## config.mk

```make
export PLATFORM = sky130hd
export DESIGN_NAME = flag_branch_unit
export DESIGN_NICKNAME = d
export VERILOG_FILES = /design/src/rtl/flag_branch_unit.sv
export SDC_FILE = /design/constraint.sdc
export NUM_CORES = 1
export LEC_CHECK = 0
export ABC_CLOCK_PERIOD_IN_PS = 6500
export CAP_MARGIN = 20
export CORE_MARGIN = 4
export CORE_UTILIZATION = 42
export DETAILED_ROUTE_END_ITERATION = 16
export PLACE_DENSITY = 0.79
export SYNTH_ARGS = -nofsm -noshare
export SYNTH_HDL_FRONTEND = slang
export SYNTH_SLANG_ARGS = --single-unit
```

## constraint.sdc

```tcl
create_clock -name clk -period 6.5 [get_ports clk]
set_clock_uncertainty 0.2 [all_clocks]
set_input_delay 0.975 -clock clk [delete_from_list [all_inputs] [get_ports clk]]
set_output_delay 0.975 -clock clk [all_outputs]
set_load 0.01 [all_outputs]
```

## src/rtl/flag_branch_unit.sv

```systemverilog
// Condition-flag register and branch resolver. Branches stall in decode until no flag writer is in flight.
// Optional macro FLAG_BYPASS_EN resolves the branch in the same cycle as the last flag write.
module flag_branch_unit #(
  parameter int DEPTH = 2,
  parameter int CNT_W = 3
) (
  input  logic             clk,
  input  logic             rst,
  input  logic             dec_valid,
  input  logic [3:0]       dec_opcode,
  input  logic [2:0]       dec_ccc,
  input  logic             dec_set_n,
  input  logic             dec_set_z,
  input  logic             dec_set_v,
  output logic             dec_ready,
  input  logic             ex_flag_valid,
  input  logic             ex_n,
  input  logic             ex_z,
  input  logic             ex_v,
  input  logic             ex_set_n,
  input  logic             ex_set_z,
  input  logic             ex_set_v,
  input  logic             flush,
  output logic             br_valid,
  output logic             br_taken,
  output logic             br_is_reg,
  output logic             flag_n,
  output logic             flag_z,
  output logic             flag_v,
  output logic [CNT_W-1:0] pending,
  output logic             underflow_err
);

  localparam logic [3:0] OP_B  = 4'b1100;
  localparam logic [3:0] OP_BR = 4'b1101;

  typedef enum logic {IDLE, WAIT} state_t;

  state_t           state_q, state_d;
  logic [CNT_W-1:0] pending_q, pending_d;
  logic             flag_n_q, flag_z_q, flag_v_q;
  logic             flag_n_d, flag_z_d, flag_v_d;
  logic             underflow_q, underflow_d;
  logic             br_valid_q, br_taken_q, br_is_reg_q;
  logic             br_valid_d, br_taken_d, br_is_reg_d;

  logic is_branch, is_writer_ins, full, writer_block;
  logic bypass, resolvable, branch_ok;
  logic accepted, writer, br_fire;
  logic eff_n, eff_z, eff_v, cond;

  assign is_branch     = (dec_opcode == OP_B) || (dec_opcode == OP_BR);
  assign is_writer_ins = dec_set_n | dec_set_z | dec_set_v;
  assign full          = (pending_q == CNT_W'(DEPTH)) && !ex_flag_valid;
  assign writer_block  = is_writer_ins & full;

`ifdef FLAG_BYPASS_EN
  // Last outstanding writer completing now: branch may use its flags directly.
  assign bypass = ex_flag_valid && (pending_q == CNT_W'(1));
  assign eff_n  = (ex_flag_valid & ex_set_n) ? ex_n : flag_n_q;
  assign eff_z  = (ex_flag_valid & ex_set_z) ? ex_z : flag_z_q;
  assign eff_v  = (ex_flag_valid & ex_set_v) ? ex_v : flag_v_q;
`else
  assign bypass = 1'b0;
  assign eff_n  = flag_n_q;
  assign eff_z  = flag_z_q;
  assign eff_v  = flag_v_q;
`endif

  assign resolvable = (pending_q == '0) || bypass;
  assign branch_ok  = resolvable & ~writer_block;

  always_comb begin
    cond = 1'b0;
    case (dec_ccc)
      3'b000: cond = ~eff_z;
      3'b001: cond = eff_z;
      3'b010: cond = ~eff_z & ~eff_n;
      3'b011: cond = eff_n;
      3'b100: cond = eff_z | ~eff_n;
      3'b101: cond = eff_n | eff_z;
      3'b110: cond = eff_v;
      default: cond = 1'b1;
    endcase
  end

  always_comb begin
    state_d   = state_q;
    dec_ready = 1'b1;
    case (state_q)
      IDLE: begin
        if (dec_valid && is_branch) begin
          dec_ready = branch_ok;
          if (!branch_ok) state_d = WAIT;
        end else begin
          dec_ready = ~writer_block;
        end
      end
      WAIT: begin
        dec_ready = 1'b0;
        if (dec_valid && is_branch) begin
          if (branch_ok) begin
            dec_ready = 1'b1;
            state_d   = IDLE;
          end
        end else begin
          // Branch withdrawn from decode; nothing left to wait for.
          dec_ready = ~writer_block;
          state_d   = IDLE;
        end
      end
      default: state_d = IDLE;
    endcase
    if (flush) state_d = IDLE;
  end

  assign accepted = dec_valid & dec_ready & ~flush;
  assign writer   = accepted & is_writer_ins;
  assign br_fire  = accepted & is_branch;

  always_comb begin
    pending_d   = pending_q;
    underflow_d = underflow_q;
    flag_n_d    = flag_n_q;
    flag_z_d    = flag_z_q;
    flag_v_d    = flag_v_q;
    br_valid_d  = br_fire;
    br_taken_d  = br_fire & cond;
    br_is_reg_d = br_fire & (dec_opcode == OP_BR);
    if (flush) begin
      pending_d = '0;
    end else begin
      if (ex_flag_valid) begin
        if (ex_set_n) flag_n_d = ex_n;
        if (ex_set_z) flag_z_d = ex_z;
        if (ex_set_v) flag_v_d = ex_v;
      end
      case ({writer, ex_flag_valid})
        2'b10: pending_d = pending_q + CNT_W'(1);
        2'b01: begin
          if (pending_q == '0) underflow_d = 1'b1;
          else                 pending_d   = pending_q - CNT_W'(1);
        end
        default: pending_d = pending_q;
      endcase
    end
  end

  always_ff @(posedge clk or posedge rst) begin
    if (rst) begin
      state_q     <= IDLE;
      pending_q   <= '0;
      flag_n_q    <= 1'b0;
      flag_z_q    <= 1'b0;
      flag_v_q    <= 1'b0;
      underflow_q <= 1'b0;
      br_valid_q  <= 1'b0;
      br_taken_q  <= 1'b0;
      br_is_reg_q <= 1'b0;
    end else begin
      state_q     <= state_d;
      pending_q   <= pending_d;
      flag_n_q    <= flag_n_d;
      flag_z_q    <= flag_z_d;
      flag_v_q    <= flag_v_d;
      underflow_q <= underflow_d;
      br_valid_q  <= br_valid_d;
      br_taken_q  <= br_taken_d;
      br_is_reg_q <= br_is_reg_d;
    end
  end

  assign br_valid      = br_valid_q;
  assign br_taken      = br_taken_q;
  assign br_is_reg     = br_is_reg_q;
  assign flag_n        = flag_n_q;
  assign flag_z        = flag_z_q;
  assign flag_v        = flag_v_q;
  assign pending       = pending_q;
  assign underflow_err = underflow_q;

endmodule

```

Figure 1. M3 wires.
Scale: 6 px per µm.
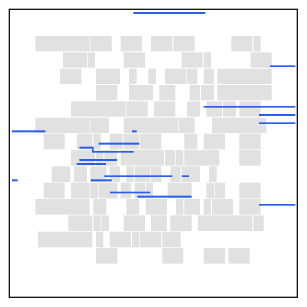
- wire length on this layer: 111 µm
- main direction: horizontal
- nets with wire on the layer: 16
- longest straight run: 14.9 µm

Figure 2. Metal layers overlaid.
Scale: 8 px per µm.
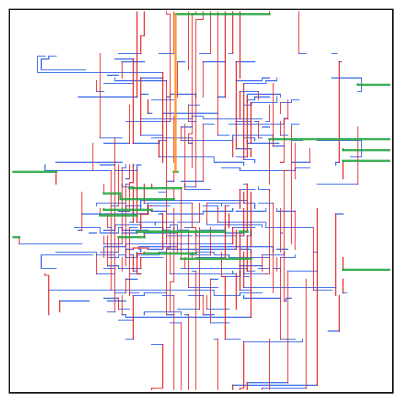
- orange: M4 (wire length 19.7 µm)
- red: M2 (wire length 879 µm)
- blue: M1 (wire length 749 µm)
- green: M3 (wire length 111 µm)

Figure 3. Signal wires on met2.
Scale: 6 px per µm.
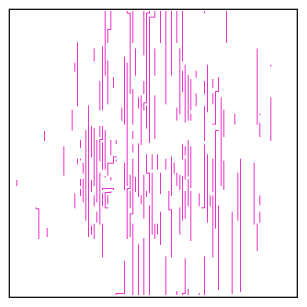
- longest straight run: 22.1 µm
- share of all routed wire: 50%

Figure 4. Supply network.
Scale: 8 px per µm. Pins as bars on the die edge. Tap cells in grey.
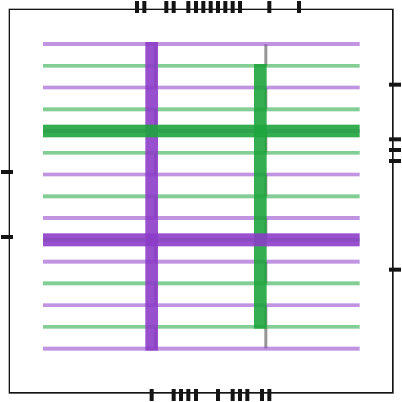
- green: VDD
- purple: VSS
- met1 rails: 15
- met5 straps: 2

==> job_summary.md <==
## Synthesis and layout report

| Metric | Value |
|---|---|
| Run status | completed |
| Number of cells produced by synthesis | 73 |
| Critical path's top delay family | buffers and inverters |
| Total die area | 2280 µm² |
| Ratio of routed vias to standard cells | 5.59 |
| Biggest area consumer among cell classes | combinational gates |
| Shortest clock period the worst path allows after layout | 3.64 ns |
| Switching fraction of total power | 33.4% |
| Share of total power in sequential cells | 39.1% |
| Hold Crit Class | reg2reg |
| Sw Pwr | 0.0675 mW |
| Maxcap violations | 0 |
| Post-Route Setup TNS | 0 ns |
| Simple-gate area share of the yosys netlist | 27.1% |
| Largest family of logic cells by area | simple AND/OR/NAND/NOR gates |
| Slowest cell on crit path | sky130_fd_sc_hd__clkdlybuf4s50_1 |
| Worst hold slack | 0.283 ns |
| Library cell appearing most often on the critical path | sky130_fd_sc_hd__clkdlybuf4s50_1 |
| Type of the worst setup path | in2out |
| Sequential element share of the synthesized area | 37.7% |
| Post-synth EDFFs | 0 |
| Power group with the highest consumption | combinational cells |
| Height of the chip | 47.8 µm |
| Top fanout value on the critical path | 11 |
| Unrepaired setup endpoints after global routing | no |
| GRT Resource Usage Total | 16.9% |
| Number of antenna repair diodes | 0 |
| GR met1 Demand/Resource | 24.1% |
| H-tree Lvls | 1 |
| Yosys cell count | 73 |
| Stages on worst setup path | 4 |
| Antenna violations before repair | 0 |
| AND-OR/OR-AND share of the synthesized area | 19.4% |
| Most frequent cells after synthesis | 10 x sky130_fd_sc_hd__dfrtp_1, 9 x sky130_fd_sc_hd__nor2_1, 7 x sky130_fd_sc_hd__nand2_1 |
| Number of inserted filler cells in the final layout | 133 |
| Inverter count of the layout excluding clock inverters | 3 |
| TritonCTS sink count | 10 |
| Uppermost metal layer occupied by signal nets | met4 |
| WL final | 1760 µm |
| Dominant register cell in the synthesized netlist | sky130_fd_sc_hd__dfrtp_1 |
| Worst setup path startpoint | ex_flag_valid |
| Power consumed by sequential cells | 0.0789 mW |
| Unique masters post-synth | 33 |
Power and IR drop assume default switching activity.
